[src/rtl/sdr_tx_arbiter.sv]
// sdr_tx_arbiter: packet scheduler for the Ethernet transmit path.
// Issues one registered grant at a time (RESP > CC > MIC > WB > DDC round-robin),
// holds it until the sender pulses done, paces wideband blocks against DDC
// round-robin wraps, and drops a grant that stays stuck while run is low.
`timescale 1ns/1ps

module sdr_tx_arbiter #(
  parameter int NR      = 8,
  parameter int TIMEOUT = 250000000
) (
  input  logic          tx_clock,
  input  logic          reset,
  input  logic          run,
  input  logic          wideband,
  input  logic [7:0]    wb_packets_per_frame,
  input  logic          resp_req,
  input  logic          CC_data_ready,
  input  logic          mic_fifo_ready,
  input  logic          sp_data_ready,
  input  logic [NR-1:0] fifo_ready,
  input  logic          done,
  output logic          grant_valid,
  output logic [2:0]    grant_type,
  output logic [7:0]    grant_port,
  output logic [7:0]    port_ID,
  output logic          wb_last,
  output logic          phy_ready,
  output logic          timeout
);

  // Watchdog only ever holds 0..TIMEOUT-1; it fires on the cycle it would reach TIMEOUT.
  localparam int WD_W = (TIMEOUT > 1) ? $clog2(TIMEOUT) : 1;

  typedef enum logic {S_IDLE, S_BUSY} state_e;

  typedef enum logic [2:0] {
    GT_NONE = 3'd0,
    GT_RESP = 3'd1,
    GT_CC   = 3'd2,
    GT_MIC  = 3'd3,
    GT_WB   = 3'd4,
    GT_DDC  = 3'd5
  } gtype_e;

  state_e            state_q, state_d;
  logic              grant_valid_q, grant_valid_d;
  gtype_e            grant_type_q, grant_type_d;
  logic [7:0]        grant_port_q, grant_port_d;
  logic [7:0]        port_id_q, port_id_d;
  logic              wb_last_q, wb_last_d;
  logic              timeout_q, timeout_d;
  logic [2:0]        rr_q, rr_d;
  logic              wb_active_q, wb_active_d;
  logic [7:0]        wb_count_q, wb_count_d;
  logic              wb_pending_q, wb_pending_d;
  logic [WD_W-1:0]   wd_q, wd_d;

  // Request decode results
  gtype_e            sel_type;
  logic              sel_wb_start;
  logic              sel_wb_cont;
  logic              ddc_hit;
  logic [2:0]        ddc_idx;
  logic [2:0]        ddc_rr_next;
  logic              ddc_wrap;
  logic [7:0]        wb_len;
  logic [7:0]        ready8;
  logic              wd_fire;

  // Round-robin search: first ready DDC at or above rr, wrapping modulo NR.
  always_comb begin
    logic [3:0] cand;
    logic [3:0] nxt;
    // NOTE: every combinational output gets a default first so no path leaves it unassigned (no latch).
    cand        = '0;
    nxt         = '0;
    ddc_hit     = 1'b0;
    ddc_idx     = '0;
    ready8      = 8'(fifo_ready);
    for (int i = 0; i < NR; i++) begin
      cand = {1'b0, rr_q} + 4'(i);
      if (cand >= 4'(NR)) cand = cand - 4'(NR);
      if (!ddc_hit && ready8[cand[2:0]]) begin
        ddc_hit = 1'b1;
        ddc_idx = cand[2:0];
      end
    end
    nxt         = {1'b0, ddc_idx} + 4'd1;
    ddc_wrap    = (nxt == 4'(NR));
    ddc_rr_next = ddc_wrap ? 3'd0 : nxt[2:0];
  end

  // Fixed-priority request selection, evaluated every cycle and used only in IDLE.
  always_comb begin
    sel_type     = GT_NONE;
    sel_wb_start = 1'b0;
    sel_wb_cont  = 1'b0;
    wb_len       = (wb_packets_per_frame == 8'd0) ? 8'd1 : wb_packets_per_frame;
    wd_fire      = (state_q == S_BUSY) && !run && (wd_q == WD_W'(TIMEOUT - 1));
    if (resp_req) begin
      sel_type = GT_RESP;
    end else if (run && CC_data_ready) begin
      sel_type = GT_CC;
    end else if (run && mic_fifo_ready) begin
      sel_type = GT_MIC;
    end else if (run && wideband && sp_data_ready && !wb_active_q) begin
      sel_type     = GT_WB;
      sel_wb_start = 1'b1;
    end else if (run && wb_pending_q && sp_data_ready) begin
      sel_type    = GT_WB;
      sel_wb_cont = 1'b1;
    end else if (run && ddc_hit) begin
      sel_type = GT_DDC;
    end
  end

  // Next-state logic: IDLE grants on any request, BUSY leaves on done or watchdog.
  always_comb begin
    state_d = state_q;
    case (state_q)
      S_IDLE: if (sel_type != GT_NONE) state_d = S_BUSY;
      S_BUSY: if (done || wd_fire)     state_d = S_IDLE;
      default: state_d = S_IDLE;
    endcase
  end

  // Grant outputs, wideband pacing, round-robin pointer and watchdog updates.
  always_comb begin
    grant_valid_d = grant_valid_q;
    grant_type_d  = grant_type_q;
    grant_port_d  = grant_port_q;
    port_id_d     = port_id_q;
    wb_last_d     = wb_last_q;
    timeout_d     = 1'b0;
    rr_d          = rr_q;
    wb_active_d   = wb_active_q;
    wb_count_d    = wb_count_q;
    wb_pending_d  = wb_pending_q;
    wd_d          = wd_q;

    case (state_q)
      S_IDLE: begin
        if (!run) begin
          rr_d         = '0;
          wb_active_d  = 1'b0;
          wb_count_d   = '0;
          wb_pending_d = 1'b0;
        end
        if (sel_type != GT_NONE) begin
          grant_valid_d = 1'b1;
          grant_type_d  = sel_type;
          grant_port_d  = 8'd0;
          wb_last_d     = 1'b0;
          wd_d          = '0;
          case (sel_type)
            GT_RESP: port_id_d = 8'd0;
            GT_CC:   port_id_d = 8'd1;
            GT_MIC:  port_id_d = 8'd2;
            GT_WB: begin
              port_id_d = 8'd3;
              if (sel_wb_start) begin
                wb_active_d = 1'b1;
                wb_count_d  = 8'd1;
                wb_last_d   = (wb_len == 8'd1);
              end else begin
                wb_count_d   = wb_count_q + 8'd1;
                wb_pending_d = 1'b0;
                wb_last_d    = ((wb_count_q + 8'd1) == wb_len);
              end
            end
            GT_DDC: begin
              grant_port_d = {5'd0, ddc_idx};
              port_id_d    = 8'd11 + {5'd0, ddc_idx};
              rr_d         = ddc_rr_next;
              if (ddc_wrap && wb_active_q) wb_pending_d = 1'b1;
            end
            default: port_id_d = 8'd0;
          endcase
        end else if (run && wb_active_q) begin
          // Idle cycle with nothing to send also counts as a round-robin wrap.
          wb_pending_d = 1'b1;
        end
      end

      S_BUSY: begin
        wd_d = run ? '0 : wd_q + 1'b1;
        if (done || wd_fire) begin
          if (done && grant_type_q == GT_WB && wb_last_q) begin
            wb_active_d  = 1'b0;
            wb_count_d   = '0;
            wb_pending_d = 1'b0;
          end
          timeout_d     = !done;
          wd_d          = '0;
          grant_valid_d = 1'b0;
          grant_type_d  = GT_NONE;
          grant_port_d  = 8'd0;
          port_id_d     = 8'd0;
          wb_last_d     = 1'b0;
        end
      end

      default: ;
    endcase

    if (!wideband) begin
      wb_active_d  = 1'b0;
      wb_count_d   = '0;
      wb_pending_d = 1'b0;
    end
  end

  // State and output registers; reset drops any held grant immediately.
  always_ff @(posedge tx_clock or posedge reset) begin
    if (reset) begin
      state_q       <= S_IDLE;
      grant_valid_q <= 1'b0;
      grant_type_q  <= GT_NONE;
      grant_port_q  <= '0;
      port_id_q     <= '0;
      wb_last_q     <= 1'b0;
      timeout_q     <= 1'b0;
      rr_q          <= '0;
      wb_active_q   <= 1'b0;
      wb_count_q    <= '0;
      wb_pending_q  <= 1'b0;
      wd_q          <= '0;
    end else begin
      // NOTE: non-blocking assignments so every flop samples pre-edge values.
      state_q       <= state_d;
      grant_valid_q <= grant_valid_d;
      grant_type_q  <= grant_type_d;
      grant_port_q  <= grant_port_d;
      port_id_q     <= port_id_d;
      wb_last_q     <= wb_last_d;
      timeout_q     <= timeout_d;
      rr_q          <= rr_d;
      wb_active_q   <= wb_active_d;
      wb_count_q    <= wb_count_d;
      wb_pending_q  <= wb_pending_d;
      wd_q          <= wd_d;
    end
  end

  assign grant_valid = grant_valid_q;
  assign grant_type  = grant_type_q;
  assign grant_port  = grant_port_q;
  assign port_ID     = port_id_q;
  assign wb_last     = wb_last_q;
  assign timeout     = timeout_q;
  assign phy_ready   = !((state_q == S_BUSY) && (grant_type_q == GT_DDC)) && !fifo_ready[0];

endmodule

[config.mk]
export PLATFORM = sky130hd
export DESIGN_NAME = sdr_tx_arbiter
export DESIGN_NICKNAME = d
export VERILOG_FILES = /design/src/rtl/sdr_tx_arbiter.sv
export SDC_FILE = /design/constraint.sdc
export NUM_CORES = 1
export LEC_CHECK = 0
export CAP_MARGIN = 40
export CORE_UTILIZATION = 55
export DETAILED_ROUTE_END_ITERATION = 6
export GPL_TIMING_DRIVEN = 0
export MAX_ROUTING_LAYER = met4
export PLACE_DENSITY = 0.78
export SYNTH_ARGS = -nofsm -noshare
export SYNTH_HDL_FRONTEND = slang
export SYNTH_SLANG_ARGS = --single-unit
[constraint.sdc]
create_clock -name tx_clock -period 5.25 [get_ports tx_clock]
set_clock_uncertainty 0.15 [all_clocks]
set_input_delay 1.05 -clock tx_clock [delete_from_list [all_inputs] [get_ports tx_clock]]
set_output_delay 1.05 -clock tx_clock [all_outputs]
set_load 0.01 [all_outputs]
**Run 1: track usage over the die**

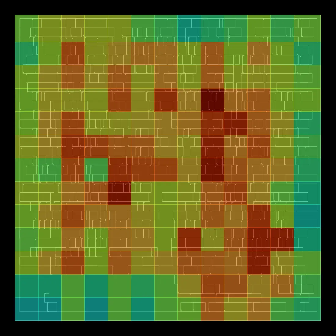
met3 Track Usage GR: 3.28%
GRT Max-Usage Layer: met2
met1 Usage GRT: 37.9%
global routing usage on met2: 44.2%

**Run 1: clock distribution**

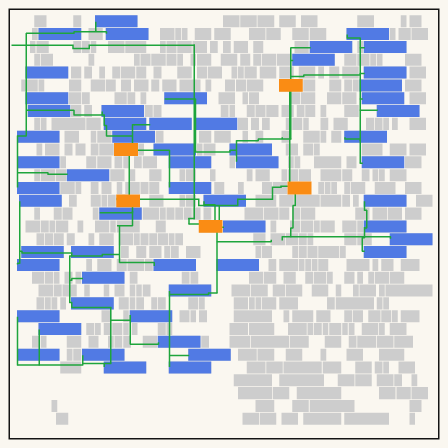
clock wires -> green  # length 684 um
clock-net drivers -> orange  # count 5
flip-flops -> blue  # count 56
routed clock nets = 6
flops lie = all over the die
Worst-Skew Late Latency: 0.32 ns
Clk pwr share: 19.8%
Power Clock: 0.000254 W

**Run 1: routed metal, one colour a layer**

Only two layers are drawn.
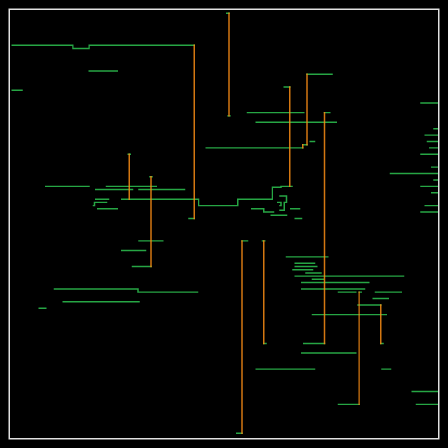
M3 -> green  # wire length 474 um
M4 -> orange  # wire length 267 um
Vias: 3941
routed len/inst: 16.8 um
GRT Total Usage: 28.2%
routed wire length: 10.7 mm

## run 1: per-stage QoR
stage               setup WS (ns)  power, W  hold WS (ns)  cells  utilization (%)
floorplan                    1.10  0.000877         0.293    488                -
global placement            0.435   0.00101         0.313    628             63.4
detailed placement          0.397   0.00103         0.314    629             63.6
CTS                         0.696   0.00128         0.338    637             64.9
global route                0.442   0.00136         0.363    637             64.9
finish                      0.692   0.00128         0.330    637             64.9
## run 1: routing by layer
metal | wire length [um] | vias up | share of wire [%]
li1 | - | 1889 | -
met1 | 4930 | 1905 | 46
met2 | 5060 | 123 | 47
met3 | 473 | 24 | 4.4
met4 | 267 | 0 | 2.5
met5 | 0 | - | 0
## run 1: cells by family after synthesis
family	after synthesis	synth area share, %
other	1	0.0865
adders and majority gates	8	2.31
and+or+nand+nor	194	22.2
AOI/OAI and AO/OA	114	18.8
DFF	56	32.3
buffers and inverters	44	6.23
muxes	34	11.5
xor gates and xnor gates	30	6.49
## run 1: sequential cells by signal (all words and copies together) (netlist names)
signal        flops
wb_last           1
state_q           1
wb_active_q       1
timeout           1
port_ID           5
wd_q             28
grant_valid       1
wb_count_q        8
grant_port        3
grant_type        3
rr_q              3
wb_pending_q      1
## run 1: synthesized netlist by cell type (10+ instances only)
master	instances	area, sq um
mux2i_1	14	140
and3_1	13	81.3
o21ai_0	36	180
a21oi_1	11	55.1
nand4_1	11	68.8
nor4_1	10	62.6
xnor2_1	20	175
dfrtp_1	56	1400
nand2_1	47	176
nor2_1	52	195
a22o_1	11	96.3
nand3_1	21	105
inv_1	13	48.8
## run 1: how the worst min path moves through the flow
stage             startpoint             to  slack, ns
3_5_place_dp     grant_valid    grant_valid       0.31
3_3_place_gp     grant_valid    grant_valid       0.31
2_1_floorplan       wd_q[27]       wd_q[27]       0.29
6_report         grant_valid    grant_valid       0.33
4_1_cts          grant_valid    grant_valid       0.34
5_1_grt        grant_port[1]  grant_port[1]       0.36
## run 1: worst reg2reg max path, stage by stage, from the launching register on
cell and delay [ns]:
dfrtp_1 0.47, buf_6 0.20, inv_1 0.12, ha_1 0.32, buf_6 0.14, buf_12 0.14
mux2_4 0.30, mux4_2 0.48, or3_1 0.34, a31oi_2 0.19, a21oi_2 0.06, a311oi_2 0.26
o21ai_2 0.15, inv_1 0.11, ha_1 0.21, nand4_1 0.10, or3_1 0.37, o41ai_2 0.34
## run 1: power groups by stage
| stage | sequential [W] | combinational (W) | clock (W) |
|---|---|---|---|
| floorplan | 0.000475 | 0.000402 | 0 |
| global placement | 0.000472 | 0.000537 | 0 |
| detailed placement | 0.000474 | 0.000555 | 0 |
| CTS | 0.000465 | 0.000558 | 0.000260 |
| global route | 0.000468 | 0.000609 | 0.000278 |
| finish | 0.000465 | 0.000563 | 0.000254 |
## run 1: cell type report
type	count	area share, %
inverter	13	0.978
clock inverter	2	0.276
buffer	31	4.44
multi-input combinational	388	54.0
tap	102	2.56
clock buffer	6	1.66
timing repair buffer	39	8.03
sequential	56	28.1
==> impl_metrics.tcl, run 1 <==
# place-and-route summary
set metrics [dict create \
    place_hpwl_mm 8.02 \
    critPathLaunch "fifo_ready[0]" \
    cts.sinks 56 \
    setup_tns_ns 0 \
    gr-total-overflow 0 \
    drc 0 \
    postCtsHoldBufs 0 \
    syn_area_per_cell_sq_um 9.02 \
    boundaryPins 48 \
    cts_tree "done" \
    cts_inserted_buffers 5 \
    maxCapViolCount 0 \
    fp-utilization_pct 56.4 \
    combGateArea_sq_um 2690 \
    crit_cells 13 \
    status "finished clean" \
    ff_type "dfrtp_1" \
    grt_pass1_vias 3767 \
    yosys_cells 481 \
    clk_pin_slew_ns 0.10 \
    crit_top_cell "or3_1" \
    crit_chain "clkdlybuf4s50_1 > mux2_4 > mux4_2 > or3_1 > a31oi_2 > a21oi_2 > a311oi_2 > o21ai_2 > inv_1 > ha_1 > nand4_1 > or3_1 > o41ai_2" \
    regArea_sq_um 1400 \
    warnings 29 \
    setup_viol 0 \
    cp_data_required_time_ns 5.31 \
    crit_slowest_cell "clkdlybuf4s50_1" \
    r2r_cells 17 \
    portBuffers 38 \
    dieArea_sq_um 8240 \
    p_leak_nw 2.04 \
    fmax_mhz 219 \
    cpPeakStageDelay_ns 0.60 \
    drive_gt1_share_pct 12.3 \
    synth-warning-count 0 \
    max-vdd-ir-drop_mv 0.140 \
    htreeDepth 2 \
    rr_startpoint "rr_q[0]" \
    final_layout_top_logic_cells "56 x dfrtp_1, 52 x nor2_1, 47 x nand2_1" \
    p_sw_w 0.000480 \
    combPwrFrac_pct 43.9 \
    worstHoldPathType "reg2reg" \
    grt_setup_unrepaired "false" \
    r2r_slack_ns 0.71 \
    cts_resized 0 \
    postCtsSetupBuffers 0 \
    worstSetupEndpoint "wb_pending_q" \
    path_class "in2reg" \
    grt_max_degree 34 \
    worst_setup_path_start_kind "input port" \
    p_int_w 0.000801 \
    period_needed_ns 4.56 \
    whs_path_depth 2 \
    ys_seq_share_pct 32.3 \
    worstMarginPinSlew_ns 0.900 \
    cellPowerDensity_nw_per_um2 257 \
    synth_async_sr_flop_share_pct 100 \
    die_x_um 90.8 \
    yosys_area_sq_um 4340 \
    fin_crit_sh_pct 86.8 \
    edf_count 0 \
    row_count 32 \
    avgViaCountPerCell 6.19 \
    antenna_found_initial 0 \
    reg2reg_to "wb_pending_q" \
    routabilityCongestion 0.897 \
]
--- run 2 (diff from run 1) ---
--- a/config.mk
+++ b/config.mk
@@ -6,11 +6,13 @@
 export NUM_CORES = 1
 export LEC_CHECK = 0
 export CAP_MARGIN = 40
-export CORE_UTILIZATION = 55
+export CELL_PAD_IN_SITES_DETAIL_PLACEMENT = 1
+export CELL_PAD_IN_SITES_GLOBAL_PLACEMENT = 2
+export CORE_UTILIZATION = 36
 export DETAILED_ROUTE_END_ITERATION = 6
 export GPL_TIMING_DRIVEN = 0
 export MAX_ROUTING_LAYER = met4
-export PLACE_DENSITY = 0.78
+export PLACE_DENSITY_LB_ADDON = 0.1
 export SYNTH_ARGS = -nofsm -noshare
 export SYNTH_HDL_FRONTEND = slang
 export SYNTH_SLANG_ARGS = --single-unit
==> impl_metrics.tcl, run 2 <==
# place-and-route summary
set metrics [dict create \
    status "finished with violations" \
    violations "DRC" \
    place_hpwl_mm 9.65 \
    warnings 29 \
    lay_top_count "dfrtp_1" \
    synth_top_cell_by_count "dfrtp_1" \
    regMostFlops "wd_q" \
    path_class "in2reg" \
    cp-end-kind "flip-flop" \
    maxCapViolCount 0 \
    common_cells "56 x dfrtp_1, 52 x nor2_1, 47 x nand2_1" \
    worstHoldPathType "reg2reg" \
    critPathLaunch "fifo_ready[0]" \
    root_buffer "clkbuf_16" \
    gr-total-overflow 0 \
    fp-utilization_pct 37.5 \
    worstHoldStart "grant_port[2]" \
    cellPowerDensity_nw_per_um2 282 \
    cts_inserted_buffers 5 \
    avgRoutedWirePerCell_um 18.6 \
    yosys_cells 481 \
    drc 8 \
    postCtsSetupBuffers 0 \
    grt_pass1_vias 4032 \
    cts_resized 0 \
    firstDrtPassIters 6 \
    n_antenna_cell 0 \
    max-vdd-ir-drop_mv 0.116 \
    rr_startpoint "rr_q[0]" \
    cp_data_required_time_ns 5.30 \
    synth_async_sr_flop_share_pct 100 \
    area_leaders "dfrtp_1 32%, nor2_1 4.5%, o21ai_0 4.2%" \
    fin_nets 568 \
    route.vias.total 3904 \
    r2r_slack_ns 0.70 \
    grt_pass1_wl_mm 21.2 \
    ff_type "dfrtp_1" \
    detail-route-antenna-nets 0 \
    boundaryPins 48 \
    ys_seq_share_pct 32.3 \
    drtIter0Drc 183 \
    crit_fanout 8 \
    hold_viol 0 \
    setup_viol 0 \
    top_area_share_pct 32.3 \
    setup_tns_ns 0 \
    largest_register_ffs 28 \
    syn_area_per_cell_sq_um 9.02 \
    yosys_area_sq_um 4340 \
    grt_setup_unrepaired "false" \
    die_h_um 112 \
    portBuffers 38 \
    row_count 39 \
    period_needed_ns 4.61 \
    clk_pin_slew_ns 0.07 \
    grt_use_total_pct 22.1 \
    whs_path_depth 2 \
    p_leak_nw 2.07 \
    postCtsHoldBufs 0 \
    reg2reg_to "wb_pending_q" \
    cts_buffer_depth 2 \
    critPathArrivalTime_ns 4.67 \
    drive_gt1_share_pct 12.3 \
    relSlewSlack_pct 45.3 \
    die_x_um 112 \
    synth-warning-count 0 \
    top_area_cell "dfrtp_1" \
    antenna_found_initial 0 \
    fin_crit_sh_pct 87.9 \
    dieArea_sq_um 12500 \
    drt_wl_total_mm 12.7 \
    numSynthFlops 56 \
    grt_max_degree 36 \
    fmax_mhz 217 \
    cts.sinks 56 \
    syn_area_sq_um 4340 \
    final_layout_top_logic_cells "56 x dfrtp_1, 52 x nor2_1, 47 x nand2_1" \
    edf_count 0 \
    r2r_cells 17 \
    area_growth_pct 17.9 \
    avgViaCountPerCell 5.75 \
    worstMarginPinSlew_ns 0.817 \
    cts_tree "done" \
    routabilityCongestion 0.867 \
    htreeDepth 2 \
    worst_setup_path_start_kind "input port" \
    slew_violations 0 \
    worstSetupEndpoint "wb_pending_q" \
    synth_cells 481 \
]
-- run 2: cell count changes in the layout (fill, tap and decap cells not counted), sizes merged --
cell / before / now
bufinv: 0 / 1
clkinv: 1 / 0
buf: 22 / 23
-- run 2: cell type report --
type / count / area, sq um
fill: 1355 / 6450
clock buffer: 6 / 129
inverter: 13 / 48.8
buffer: 31 / 221
tap: 143 / 179
multi-input combinational: 388 / 2690
sequential: 56 / 1400
clock inverter: 2 / 38.8
timing repair buffer: 40 / 405
-- run 2: critical path, stage by stage --
cell and delay [ns]:
clkdlybuf4s50_1 0.63, mux2_4 0.38, mux4_2 0.51, or3_1 0.34, a31oi_2 0.18, a21oi_2 0.05
a311oi_2 0.27, o21ai_2 0.15, inv_1 0.10, ha_1 0.19, nand4_1 0.10, or3_1 0.37
o41ai_2 0.34
-- run 2: worst min path at each step --
stage	slack [ns]	end
2_1_floorplan	0.29	wd_q[27]
3_3_place_gp	0.31	grant_valid
3_5_place_dp	0.33	grant_port[2]
4_1_cts	0.34	grant_port[2]
5_1_grt	0.36	grant_port[2]
6_report	0.34	grant_port[2]
-- run 2: per-stage QoR --
step	total power [W]	utilization (%)	worst slack, ns	hold WS, ns	instances
CTS	0.00146	44.2	0.599	0.344	679
global placement	0.00103	42.6	0.303	0.313	669
global route	0.00153	44.2	0.388	0.360	679
floorplan	0.000877	-	1.10	0.293	488
detailed placement	0.00105	42.8	0.280	0.327	671
finish	0.00144	44.2	0.636	0.338	679
-- run 2: layer usage --
metal / up-vias / routed length (um) / track usage (%)
li1: 1878 / - / -
met1: 1955 / 6360 / 29.6
met2: 63 / 5760 / 35.2
met3: 8 / 435 / 3.97
met4: 0 / 102 / 3.78
met5: - / 0 / -
-- run 2: cell families after synthesis --
family                     synth area share, %
AOI/OAI and AO/OA                         18.8
xor gates and xnor gates                  6.49
adders and majority gates                 2.31
buffers and inverters                     6.23
DFF                                       32.3
muxes                                     11.5
other                                   0.0865
and+or+nand+nor                           22.2
-- run 2: power breakdown --
group	internal [W]	switching, W	leakage, nW
Clock	0.000228	0.000175	0.0815
Combinational	0.000246	0.000329	1.22
Sequential	0.000449	0.0000171	0.773
**Run 2: cell classes on the final placement**

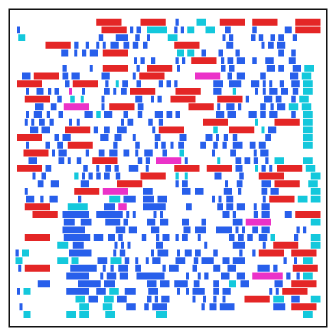
sequential cells -> red  # cells 56, share of their area 28%
remaining buffers and delay cells -> cyan  # cells 71, share of their area 13%
clock drivers and dummy loads -> magenta  # cells 8, share of their area 3.4%
remaining logic cells -> blue  # cells 401, share of their area 56%
core area: 11600 sq um
final instance area: 5110 sq um

**Run 2: clock distribution**

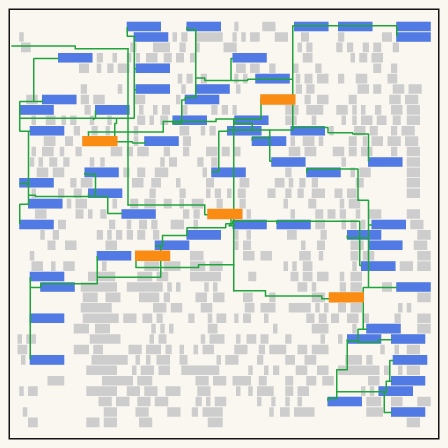
clock-net drivers -> orange  # count 5
clock wires -> green  # length 929 um
flip-flops -> blue  # count 56
flops lie = all over the die
routed clock nets = 6
Worst-Skew Late Latency: 0.31 ns
Clk pwr share: 27.9%

No activity file was given, so power comes from the tool's default toggle rates.
